Run 1, sequential cells coloured by netlist name:
Other sequential cells in the stronger grey, the rest of the logic in the fainter grey.
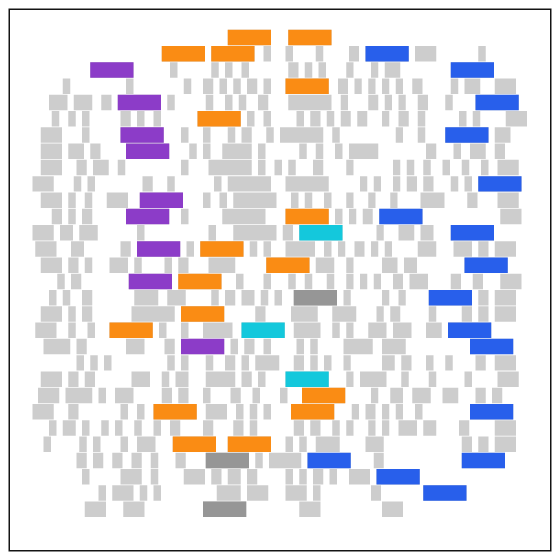
Run 1, wire density map:
Bar = 20 um. The die is cut into 18 by 18 equal tiles; black is low, pale yellow is high, scaled to the fullest tile. Values are wire area over tile area, all layers added.
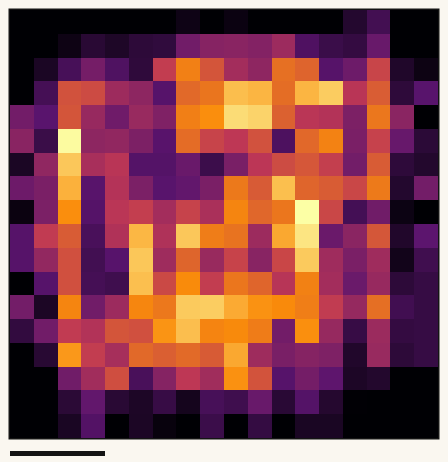
Run 1, placed standard cells:
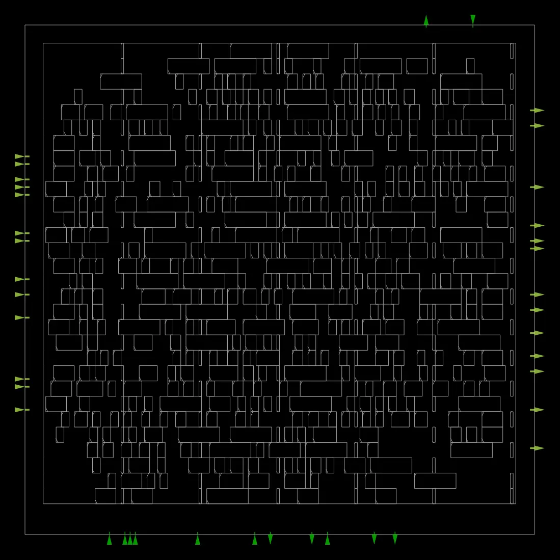
**config.mk**
```make
export PLATFORM = sky130hd
export DESIGN_NAME = seq_mul
export DESIGN_NICKNAME = d
export VERILOG_FILES = /design/src/rtl/seq_mul_pkg.sv /design/src/rtl/seq_mul_addn.sv /design/src/rtl/seq_mul.sv
export SDC_FILE = /design/constraint.sdc
export NUM_CORES = 1
export LEC_CHECK = 0
export ABC_AREA = 1
export CELL_PAD_IN_SITES_DETAIL_PLACEMENT = 1
export CELL_PAD_IN_SITES_GLOBAL_PLACEMENT = 1
export CORE_MARGIN = 3
export CORE_UTILIZATION = 40
export DETAILED_ROUTE_END_ITERATION = 8
export GPL_ROUTABILITY_DRIVEN = 0
export GPL_TIMING_DRIVEN = 1
export PLACE_DENSITY_LB_ADDON = 0.25
export SYNTH_ARGS = -nofsm -noshare
export SYNTH_HDL_FRONTEND = slang
export SYNTH_SLANG_ARGS = --single-unit
```
**constraint.sdc**
```tcl
create_clock -name clk -period 6.6 [get_ports clk]
set_input_delay 1.65 -clock clk [delete_from_list [all_inputs] [get_ports clk]]
set_output_delay 1.65 -clock clk [all_outputs]
set_load 0.02 [all_outputs]
```
**src/rtl/seq_mul_pkg.sv**
```systemverilog
// seq_mul_pkg: shared state encoding and default width for the sequential multiplier
package seq_mul_pkg;
    typedef enum logic [1:0] {IDLE, BUSY, DONE} mul_state_t;
    localparam int WIDTH_DEF = 8;
endpackage

```
**src/rtl/seq_mul_addn.sv**
```systemverilog
// addn: N-bit ripple-carry adder built from a chain of full-adder cells
module addn #(
    parameter int N = 9
) (
    input  logic [N-1:0] a,
    input  logic [N-1:0] b,
    input  logic         cin,
    output logic [N-1:0] sum,
    output logic         cout
);
    logic [N:0] c;
    assign c[0] = cin;
    for (genvar i = 0; i < N; i++) begin : g_fa
        assign sum[i]  = a[i] ^ b[i] ^ c[i];
        assign c[i+1]  = (a[i] & b[i]) | (c[i] & (a[i] ^ b[i]));
    end
    assign cout = c[N];
endmodule

```
**src/rtl/seq_mul.sv**
```systemverilog
// seq_mul: iterative shift-and-add multiplier, one partial product per cycle, signed/unsigned
module seq_mul
    import seq_mul_pkg::*;
#(
    parameter int WIDTH = WIDTH_DEF,
    parameter int CNT_W = $clog2(WIDTH)
) (
    input  logic                 clk,
    input  logic                 reset,
    input  logic                 in_valid,
    output logic                 in_ready,
    input  logic [WIDTH-1:0]     a,
    input  logic [WIDTH-1:0]     b,
    input  logic                 is_signed,
    output logic                 out_valid,
    input  logic                 out_ready,
    output logic [2*WIDTH-1:0]   r
);
    mul_state_t           state, state_next;
    logic [WIDTH:0]       mag_a, mag_b, mcand, pp, sum;
    logic [2*WIDTH:0]     acc, acc_next;
    logic [2*WIDTH-1:0]   prod;
    logic [CNT_W-1:0]     cnt;
    logic                 neg, cout, last;

    assign mag_a = (is_signed && a[WIDTH-1]) ? -{1'b1, a} : {1'b0, a};
    assign mag_b = (is_signed && b[WIDTH-1]) ? -{1'b1, b} : {1'b0, b};
    // acc = {upper half incl. carry, multiplier}; acc[0] is the current multiplier bit
    assign pp = acc[0] ? mcand : '0;
    addn #(.N(WIDTH + 1)) u_add (
        .a   (acc[2*WIDTH:WIDTH]),
        .b   (pp),
        .cin (1'b0),
        .sum (sum),
        .cout(cout)
    );
    assign acc_next = {cout, sum, acc[WIDTH-1:1]};
    assign prod     = acc_next[2*WIDTH-1:0];
    assign last     = (state == BUSY) && (cnt == CNT_W'(WIDTH - 1));

    always_ff @(posedge clk) begin
        if (reset) state <= IDLE;
        else       state <= state_next;
    end

    always_comb begin
        state_next = state;
        if (state == IDLE) state_next = in_valid ? BUSY : IDLE;
        else if (state == BUSY) state_next = last ? DONE : BUSY;
        else if (state == DONE) state_next = out_ready ? IDLE : DONE;
    end

    always_comb begin
        in_ready  = (state == IDLE);
        out_valid = (state == DONE);
    end

    always_ff @(posedge clk) begin
        if (reset) begin
            mcand <= '0;
            acc   <= '0;
            neg   <= 1'b0;
            cnt   <= '0;
            r     <= '0;
        end else if (state == IDLE && in_valid) begin
            mcand <= mag_a;
            acc   <= {(WIDTH)'(0), mag_b};
            neg   <= is_signed && (a[WIDTH-1] ^ b[WIDTH-1]);
            cnt   <= '0;
        end else if (state == BUSY) begin
            acc <= acc_next;
            cnt <= cnt + 1'b1;
            if (last) r <= neg ? -prod : prod;
        end
    end
endmodule

```
==> deck_impl_summary.md, run 1 <==
Synthesis and Place & Route Summary

Worst setup path
  – Crit-path max cell delay: a little under 0.5 ns
  – WS Path Type: reg -> reg
  – Worst path top cell family by delay: adder cells
  – Startpoint types: register
  – Arrival @ worst endpoint: between 4 and 5 ns
  – Worst-path fanout max: 10

Drt
  – Met2 wire len: roughly 3400 um
  – Met1 Wirelength: 3330 um
  – WL final: around 7000 um
  – Final ANT Viol Nets: 0
  – Met3 wire length: around 200 um
  – Vias/cell: between 4 and 5
  – Vias: around 2.6k
  – DR pass1 iterations: 4

Cells and area
  – Final #Nets: roughly 470
  – Bufs w/o clock: 38
  – Non-clk buf share: about 11%
  – Share of cells above drive strength 1: under 10%
  – Largest area class, layout: combinational gates
  – Clock-cell share: 2.69%
  – Most frequent logic cell in the layout: nand2_1

Yosys
  – Top cell area share: 33.8%
  – Top_reg_cell synth: dfxtp_1
  – Adder Share, Synth: 8.28%
  – Post-synthesis instance total: about 400
  – Syn Nets: approximately 430
  – Mux frac, synth: 0%

Outcome
  – Status: complete, no violations

Place
  – Placed inst area: 3260 sq um
  – Pre-CTS setup slack: 2.20 ns

Power and ir drop
  – Leak pwr: ~1.5 nW

Clock network
  – Number of buffers created by CTS: 5
  – Clk_lat worst skew: 0.31 ns

Global route
  – GR peak layer: met2
  – Global-route wire length before repair: between 10,000 and 15,000 um

Floorplanning
  – Die Area: approximately 8100 sq um
  – Die y size: 90.3 um

Final timing
  – Final hold violations: 0
  – Min cycle time layout: roughly 4.4 ns
  – FMAX: around 230 MHz
-- 'sequential cells coloured by netlist name' (at the start) --
| name in the netlist | colour | flops |
|---|---|---|
| `mcand` | purple | 9 |
| `acc` | orange | 17 |
| `cnt` | cyan | 3 |
| `r` | blue | 16 |
not coloured: 3
final core occ: 49.1%
seq pwr: 0.311 mW
Seq/total area: 28.7%

-- 'wire density map' (at the start) --
nearly empty tiles: 14%
fullest tile: 0.36
emptiest ninth of the die: bottom right
densest ninth of the die: middle
mean over tiles: 0.13
tiles over half the peak: 32%

-- 'placed standard cells' (at the start) --
Final Non-Filler Cells: 530
core area: 6830 sq um
Filler cells: 913
# Taps: 96

run 1: state kept, by name, summed over array words and instances (netlist names):
signal,count
state,2
mcand,9
r,16
acc,17
cnt,3
neg,1
run 1: report_power, final:
| part | switching (mW) | internal [mW] | total, mW |
|---|---|---|---|
| logic | 0.0689 | 0.0418 | 0.111 |
| registers | 0.0118 | 0.299 | 0.311 |
| clock network | 0.101 | 0.0857 | 0.187 |
run 1: final timing paths:
path / from / end / slack (ns) / depth (start not counted)
worst max-delay path: acc[0] / r[15] / 2.22 / 24
worst max register to register: acc[0] / r[15] / 2.22 / 24
worst min register to register: mcand[3] / mcand[3] / 0.47 / 2
worst min-delay path: mcand[3] / mcand[3] / 0.47 / 2
Run 1, layout detail:
Bar = 20 um. Window x 0 to 50, y 0 to 50 um. Cells in grey, sequential cells in the stronger grey; small squares are vias.
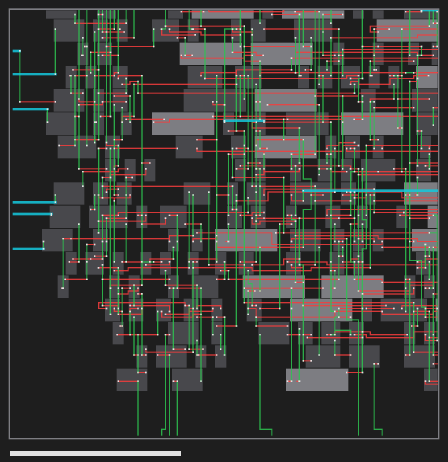

## Run 2: what changed since run 1
--- a/config.mk
+++ b/config.mk
@@ -9,7 +9,7 @@
 export CELL_PAD_IN_SITES_DETAIL_PLACEMENT = 1
 export CELL_PAD_IN_SITES_GLOBAL_PLACEMENT = 1
 export CORE_MARGIN = 3
-export CORE_UTILIZATION = 40
+export CORE_UTILIZATION = 36
 export DETAILED_ROUTE_END_ITERATION = 8
 export GPL_ROUTABILITY_DRIVEN = 0
 export GPL_TIMING_DRIVEN = 1
==> constraint.sdc (replaced) <==
create_clock -name clk -period 3.85 [get_ports clk]
set_input_delay 0.9625 -clock clk [delete_from_list [all_inputs] [get_ports clk]]
set_output_delay 0.9625 -clock clk [all_outputs]
set_load 0.02 [all_outputs]
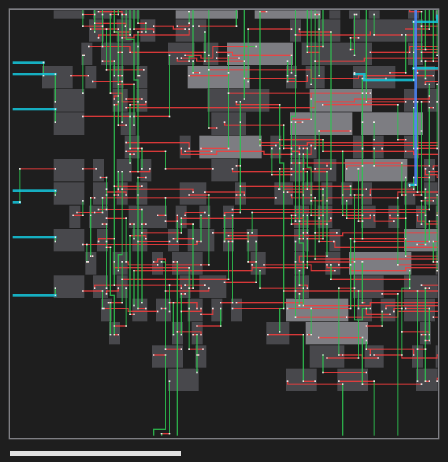
Run 2: layout detail
Bar = 20 um. Window x 0 to 50, y 0 to 50 um. Cells in grey, sequential cells in the stronger grey; small squares are vias.
| layer | colour |
|---|---|
| metal 3 | cyan |
| metal 1 | red |
| metal 4 | blue |
| metal 2 | green |
most frequent: nand2_1 (28), clkdlybuf4s50_1 (14), o21ai_0 (13)
cells with their middle in the window: 126
sequential cells in the window: 11
netlist names of flops here include: `acc` (6), `mcand` (3), `state` (2)

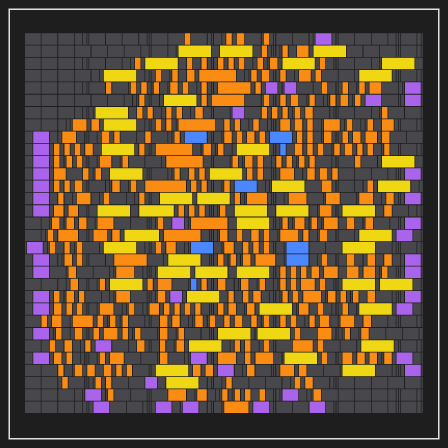
Run 2: cell classes on the final placement
Fill, decap, tap and diode cells in grey.
| class | colour | cells |
|---|---|---|
| remaining buffers and delay cells | purple | 44 |
| sequential cells | yellow | 48 |
| clock drivers and dummy loads | blue | 8 |
| combinational and other logic | orange | 340 |
Seq/total area: 28.0%
num rows: 31
final core occ: 46.2%
core area: 7450 sq um

==> run 2 against run 1 <==
Largest power group unchanged; count of clock-buffer cells in the layout unchanged; highest routed layer unchanged; final cell count rose by 1.7%; combinational power rose by 77%; via count increased by 0.46%; the flow now finishes with violations (negative setup slack); die area grew 10%; global-route usage shrank 1.0 points; worst setup slack lost 2.3 ns; total power increased by 71%; clock skew increased by 0.0017 ns; largest cell class unchanged; worst hold slack worse by 0.0094 ns.
==> deck_impl_summary.md, run 2 <==
Synthesis and Place & Route Summary

Outcome
  – Status: complete, but fails checks
  – Violated checks: negative setup slack

Worst setup path
  – WS Path Type: reg -> reg
  – Worst path top cell family by delay: adder cells
  – Startpoint types: register
  – Arrival @ worst endpoint: 4.16 ns
  – Crit-path max cell delay: ~0.43 ns

Drt
  – WL final: about 7000 um
  – Vias: approximately 2.6k
  – Met3 wire length: 198 um
  – Met2 wire len: between 3000 and 4000 um
  – DR pass1 iterations: 4

Power and ir drop
  – Comb. pwr: ~0.2 mW
  – Cell internal pwr: between 0.7 and 0.8 mW
  – Clock share of power: between 30% and 40%
  – Flop pwr share: 51.1%
  – Sw Ratio: about 29%
  – NetSw: 0.305 mW

Place
  – Placed inst area: 3310 sq um
  – Pre-CTS setup slack: -0.282 ns

Floorplanning
  – Die Area: approximately 9000 sq um
  – # Taps: a little under 100
  – Die y size: roughly 95 um

Yosys
  – Top_reg_cell synth: dfxtp_1
  – Post-synthesis instance total: 399
  – Mux frac, synth: 0%
  – Syn Nets: between 400 and 500

Cells and area
  – Final #Nets: about 470
  – Max FFs per register: 17
  – Clock-cell share: under 10%
  – Most frequent logic cell in the layout: nand2_1
  – Non-clk buf share: between 10% and 20%
  – Filler cells: around 960
  – Largest registers: acc (17), r (16), mcand (9)
  – Bufs w/o clock: 44
  – Largest area class, layout: combinational gates
  – Reg with most FFs: acc
  – Final Non-Filler Cells: between 500 and 600

Final timing
  – Worst setup margin: -0.101 ns
  – Final setup vio count: 1

Global route
  – Global-route wire length before repair: roughly 12,000 um

Clock network
  – Number of buffers created by CTS: 5
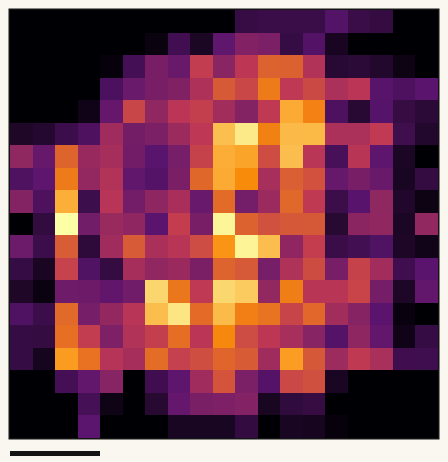
Run 2: wire density map
Bar = 20 um. The die is cut into 19 by 19 equal tiles; black is low, pale yellow is high, scaled to the fullest tile. Values are wire area over tile area, all layers added.
densest ninth of the die: middle
fullest tile: 0.38
tiles over half the peak: 25%
mean over tiles: 0.12
emptiest ninth of the die: top left

run 2: timing repair:
item                       4_1_cts  5_1_grt
setup buffers                    1        0
pin swaps                        6        3
resized                          7        8
setup endpoints to repair        1        3
run 2: worst paths after layout:
| check | startpoint | endpoint | slack (ns) | cells after the start |
|---|---|---|---|---|
| worst max-delay path | acc[0] | r[15] | -0.10 | 24 |
| worst min register to register | mcand[7] | mcand[7] | 0.46 | 2 |
| worst max register to register | acc[0] | r[15] | -0.10 | 24 |
| worst min-delay path | mcand[7] | mcand[7] | 0.46 | 2 |
run 2: per-layer routing:
layer | global-route usage (%) | up-vias
met5 | 0 | -
met4 | 3.25 | 0
met3 | 2.63 | 4
met2 | 28.8 | 41
met1 | 22.7 | 1233
li1 | - | 1329
Power figures rest on the tool's default switching activity, not on a simulated workload.
